**src/rtl/mc_ctrl_unit.sv**
```systemverilog
`default_nettype none
// ============================================================================
// Module   : mc_ctrl_unit
// Purpose  : Multi-cycle control FSM for the MIPS-subset datapath. Sequences
//            fetch, decode, execute, memory and write-back. Moore datapath
//            controls, plus Mealy handshake outputs in the memory states.
//            Also tracks a sticky illegal-opcode flag and counts retired
//            instructions.
// Ports    : clk_i, rst_i (async, active-low)
//            instr_op_i       opcode from IR, sampled in DECODE only
//            mem_ready_i      memory completes current access this cycle
//            pc_write_o, pc_write_cond_o, pc_source_o, i_or_d_o,
//            mem_read_o, mem_write_o, ir_write_o, reg_dst_o, mem_to_reg_o,
//            reg_write_o, alu_src_a_o, alu_src_b_o, alu_op_o
//                             datapath mux selects and enables
//            retire_o         pulse in the final state of a legal instruction
//            illegal_o        sticky illegal-opcode flag
//            retired_cnt_o    wrapping retired-instruction count
//            state_o          current state encoding (debug)
// Revision : 1.0  initial release
// ============================================================================
module mc_ctrl_unit #(
    parameter int OP_W      = 6,
    parameter int ALUOP_W   = 3,
    parameter int CNT_W     = 16,
    parameter int USE_READY = 1
) (
    input  logic               clk_i,
    input  logic               rst_i,
    input  logic [OP_W-1:0]    instr_op_i,
    input  logic               mem_ready_i,
    output logic               pc_write_o,
    output logic               pc_write_cond_o,
    output logic [1:0]         pc_source_o,
    output logic               i_or_d_o,
    output logic               mem_read_o,
    output logic               mem_write_o,
    output logic               ir_write_o,
    output logic               reg_dst_o,
    output logic               mem_to_reg_o,
    output logic               reg_write_o,
    output logic               alu_src_a_o,
    output logic [1:0]         alu_src_b_o,
    output logic [ALUOP_W-1:0] alu_op_o,
    output logic               retire_o,
    output logic               illegal_o,
    output logic [CNT_W-1:0]   retired_cnt_o,
    output logic [3:0]         state_o
);

    localparam logic [3:0] c_st_idle     = 4'd0;
    localparam logic [3:0] c_st_fetch    = 4'd1;
    localparam logic [3:0] c_st_decode   = 4'd2;
    localparam logic [3:0] c_st_mem_addr = 4'd3;
    localparam logic [3:0] c_st_mem_rd   = 4'd4;
    localparam logic [3:0] c_st_mem_wb   = 4'd5;
    localparam logic [3:0] c_st_mem_wr   = 4'd6;
    localparam logic [3:0] c_st_exec_r   = 4'd7;
    localparam logic [3:0] c_st_r_wb     = 4'd8;
    localparam logic [3:0] c_st_exec_i   = 4'd9;
    localparam logic [3:0] c_st_i_wb     = 4'd10;
    localparam logic [3:0] c_st_branch   = 4'd11;
    localparam logic [3:0] c_st_jump     = 4'd12;

    // Opcodes are compared after zero-extension so a narrow OP_W never
    // aliases onto a legal encoding.
    localparam logic [31:0] c_op_r    = 32'd0;
    localparam logic [31:0] c_op_j    = 32'd2;
    localparam logic [31:0] c_op_beq  = 32'd4;
    localparam logic [31:0] c_op_addi = 32'd8;
    localparam logic [31:0] c_op_slti = 32'd10;
    localparam logic [31:0] c_op_lw   = 32'd35;
    localparam logic [31:0] c_op_sw   = 32'd43;

    logic [3:0]      r_state;
    logic [OP_W-1:0] r_op;
    logic            r_illegal;
    logic [CNT_W-1:0] r_cnt;

    logic            w_ready;
    logic [31:0]     w_op_in;
    logic [31:0]     w_op_lat;
    logic [2:0]      w_alu3;

    assign w_ready  = (USE_READY != 0) ? mem_ready_i : 1'b1;
    assign w_op_in  = 32'(instr_op_i);
    assign w_op_lat = 32'(r_op);

    assign state_o       = r_state;
    assign illegal_o     = r_illegal;
    assign retired_cnt_o = r_cnt;
    assign alu_op_o      = ALUOP_W'(w_alu3);

    // Datapath control decode from the registered state. pc_write/ir_write
    // in FETCH and retire in MEM_WR follow the memory handshake.
    always_comb begin
        pc_write_o      = 1'b0;
        pc_write_cond_o = 1'b0;
        pc_source_o     = 2'b00;
        i_or_d_o        = 1'b0;
        mem_read_o      = 1'b0;
        mem_write_o     = 1'b0;
        ir_write_o      = 1'b0;
        reg_dst_o       = 1'b0;
        mem_to_reg_o    = 1'b0;
        reg_write_o     = 1'b0;
        alu_src_a_o     = 1'b0;
        alu_src_b_o     = 2'b00;
        w_alu3          = 3'b000;
        retire_o        = 1'b0;
        case (r_state)
            c_st_fetch: begin
                mem_read_o  = 1'b1;
                alu_src_b_o = 2'b01;
                pc_write_o  = w_ready;
                ir_write_o  = w_ready;
            end
            c_st_decode: begin
                // Speculative branch target into ALUOut.
                alu_src_b_o = 2'b11;
            end
            c_st_mem_addr: begin
                alu_src_a_o = 1'b1;
                alu_src_b_o = 2'b10;
            end
            c_st_mem_rd: begin
                mem_read_o = 1'b1;
                i_or_d_o   = 1'b1;
            end
            c_st_mem_wb: begin
                reg_write_o  = 1'b1;
                mem_to_reg_o = 1'b1;
                retire_o     = 1'b1;
            end
            c_st_mem_wr: begin
                mem_write_o = 1'b1;
                i_or_d_o    = 1'b1;
                retire_o    = w_ready;
            end
            c_st_exec_r: begin
                alu_src_a_o = 1'b1;
                w_alu3      = 3'b100;
            end
            c_st_r_wb: begin
                reg_write_o = 1'b1;
                reg_dst_o   = 1'b1;
                retire_o    = 1'b1;
            end
            c_st_exec_i: begin
                alu_src_a_o = 1'b1;
                alu_src_b_o = 2'b10;
                w_alu3      = (w_op_lat == c_op_slti) ? 3'b001 : 3'b010;
            end
            c_st_i_wb: begin
                reg_write_o = 1'b1;
                retire_o    = 1'b1;
            end
            c_st_branch: begin
                alu_src_a_o     = 1'b1;
                w_alu3          = 3'b011;
                pc_write_cond_o = 1'b1;
                pc_source_o     = 2'b01;
                retire_o        = 1'b1;
            end
            c_st_jump: begin
                pc_write_o  = 1'b1;
                pc_source_o = 2'b10;
                retire_o    = 1'b1;
            end
            default: ;
        endcase
    end

    always_ff @(posedge clk_i or negedge rst_i) begin
        if (!rst_i) begin
            r_state   <= c_st_idle;
            r_op      <= '0;
            r_illegal <= 1'b0;
            r_cnt     <= '0;
        end else begin
            if (retire_o) begin
                r_cnt <= r_cnt + CNT_W'(1);
            end
            case (r_state)
                c_st_idle:  r_state <= c_st_fetch;
                c_st_fetch: if (w_ready) r_state <= c_st_decode;
                c_st_decode: begin
                    r_op <= instr_op_i;
                    case (w_op_in)
                        c_op_lw, c_op_sw:     r_state <= c_st_mem_addr;
                        c_op_r:               r_state <= c_st_exec_r;
                        c_op_addi, c_op_slti: r_state <= c_st_exec_i;
                        c_op_beq:             r_state <= c_st_branch;
                        c_op_j:               r_state <= c_st_jump;
                        default: begin
                            r_illegal <= 1'b1;
                            r_state   <= c_st_fetch;
                        end
                    endcase
                end
                c_st_mem_addr: r_state <= (w_op_lat == c_op_lw) ? c_st_mem_rd : c_st_mem_wr;
                c_st_mem_rd:   if (w_ready) r_state <= c_st_mem_wb;
                c_st_mem_wr:   if (w_ready) r_state <= c_st_fetch;
                c_st_exec_r:   r_state <= c_st_r_wb;
                c_st_exec_i:   r_state <= c_st_i_wb;
                c_st_mem_wb, c_st_r_wb, c_st_i_wb, c_st_branch, c_st_jump:
                               r_state <= c_st_fetch;
                default:       r_state <= c_st_idle;
            endcase
        end
    end

endmodule
`default_nettype wire

```
**config.mk**
```make
export PLATFORM = sky130hd
export DESIGN_NAME = mc_ctrl_unit
export DESIGN_NICKNAME = d
export VERILOG_FILES = /design/src/rtl/mc_ctrl_unit.sv
export SDC_FILE = /design/constraint.sdc
export NUM_CORES = 1
export LEC_CHECK = 0
export CAP_MARGIN = 20
export CORE_AREA = 10 10 75 77
export DETAILED_ROUTE_END_ITERATION = 7
export DIE_AREA = 0 0 85 87
export PLACE_DENSITY = 0.68
export SYNTH_ARGS = -nofsm -noshare
export SYNTH_HDL_FRONTEND = slang
export SYNTH_SLANG_ARGS = --single-unit
export TNS_END_PERCENT = 5
```
**constraint.sdc**
```tcl
create_clock -name clk_i -period 2.9 [get_ports clk_i]
set_input_delay 0.29 -clock clk_i [delete_from_list [all_inputs] [get_ports clk_i]]
set_output_delay 0.29 -clock clk_i [all_outputs]
set_load 0.01 [all_outputs]
```
Fig. 1: routing congestion
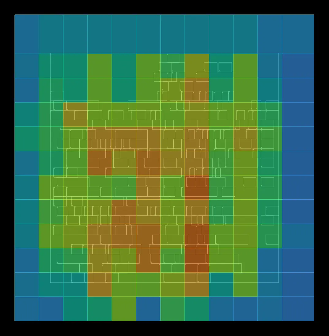
Global Route met3 Usage: 3.371%
met2 GRT Util: 15.53%
Wirelength per Cell: 14.93 um
met1 global-route usage: 14.50%
Total GRT Usage: 10.63%

Fig. 2: gate families picked out
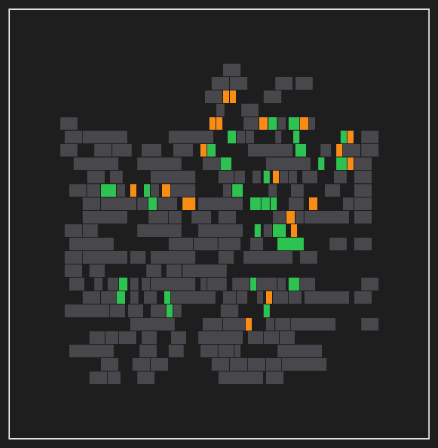
| family | colour | cells | most used |
|---|---|---|---|
| NOR gates | orange | 19 | nor2_1 |
| NAND gates | green | 28 | nand2_1 |
Top cell excl fill/tap: clkdlybuf4s50_1
fraction of area in multi-input gates: 40.40%
post-route insts no fill: 262

==> impl_metrics.env <==
# physical design summary
export IMPL_dominant_cells="logic gates"
export IMPL_netlist_top_cells_count="27 x dfrtp_1, 14 x a21oi_1, 13 x nor2_1"
export IMPL_leakagePower_nw=0.8177
export IMPL_ff2ff_setup_slack_ns=0.89
export IMPL_drive_gt1_share_pct=7.143
export IMPL_via_per_inst=5.256
export IMPL_dp_slack_ns=0.3933
export IMPL_buf_share_pct=22.71
export IMPL_status="finished, final reports clean"
export IMPL_hp_class="input port to async pin"
export IMPL_htree_levels=1
export IMPL_vdd_drop_max_v=0.0002827
export IMPL_n_all_buffers=50
export IMPL_ant_nets=0
export IMPL_yosys_cells=164
export IMPL_clk_pin_slew_ns=0.09
export IMPL_fin_area_sq_mm=0.002171
export IMPL_core_sq_mm=0.004234
export IMPL_flops=27
export IMPL_die_width_um=85
export IMPL_cp_endpoint="retire_o"
export IMPL_fin_hold_ws_ns=0.3871
export IMPL_drtIter0Drc=82
export IMPL_warnings=26
export IMPL_cts_resized=0
export IMPL_final_nets=221
export IMPL_tap_cells=52
export IMPL_grt_pass1_vias=1328
export IMPL_cts_tree="yes"
export IMPL_crit_path_start="state_o[3]$_DFFE_PN0P_"
export IMPL_place_area_sq_mm=0.002126
export IMPL_syn_area_per_cell_sq_um=9.857
export IMPL_nNonClkInverters=4
export IMPL_ff_type="dfrtp_1"
export IMPL_finalSetupTns_ns=0
Fig. 3: register map, names as in the netlist
Bar = 20 um. Other sequential cells in the stronger grey, the rest of the logic in the fainter grey.
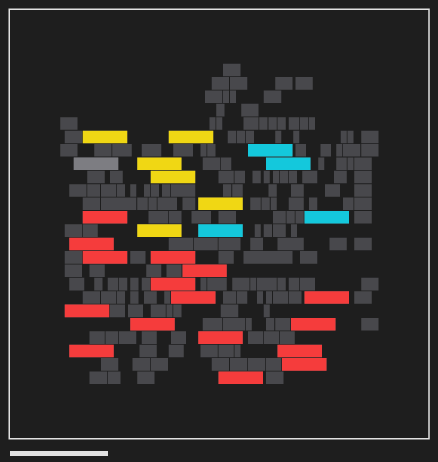
| netlist name | colour | sequential cells |
|---|---|---|
| r_op | yellow | 6 |
| state_o | cyan | 4 |
| retired_cnt_o | red | 16 |
not coloured: 1
register area: 675.6 sq um
sequential cell area share: 31.12%

Fig. 4: routed metal, one colour a layer
Bar = 20 um. Only two layers are drawn.
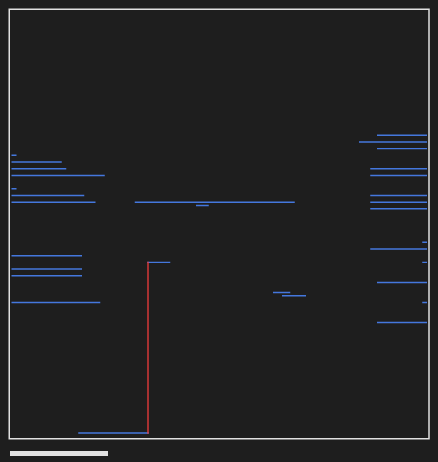
| layer | colour | wire length |
|---|---|---|
| metal 4 | red | 34.7 um |
| metal 3 | blue | 315 um |
Post-Route WL: 3911 um
DR vias: 1377

-- cell families after synthesis --
family,share of synthesized area (%)
buf+inv,3.947
mux,4.876
xor+xnor,8.668
compound gates,17.96
flops,41.80
fa+ha+maj,0.7739
simple gates,21.98
-- per-layer routing --
layer	share of wire (%)	vias to the layer above
li1	-	694
met2	45	35
met3	8.0	2
met4	0.87	0
met1	46	646
met5	0	-
-- worst max-delay path, stage by stage, from the launching register on --
cell and delay [ns]:
dfrtp_1 0.69, or2b_1 0.35, a21oi_1 0.33, nor2_1 0.16, inv_1 0.08, clkdlybuf4s50_1 0.53
-- where the power goes --
part	leakage [nW]	total [mW]	internal [mW]	switching, mW
clock	0.0228	0.211	0.0982	0.112
combinational	0.471	0.861	0.458	0.403
sequential	0.324	0.621	0.479	0.142
Power figures rest on the tool's default switching activity, not on a simulated workload.
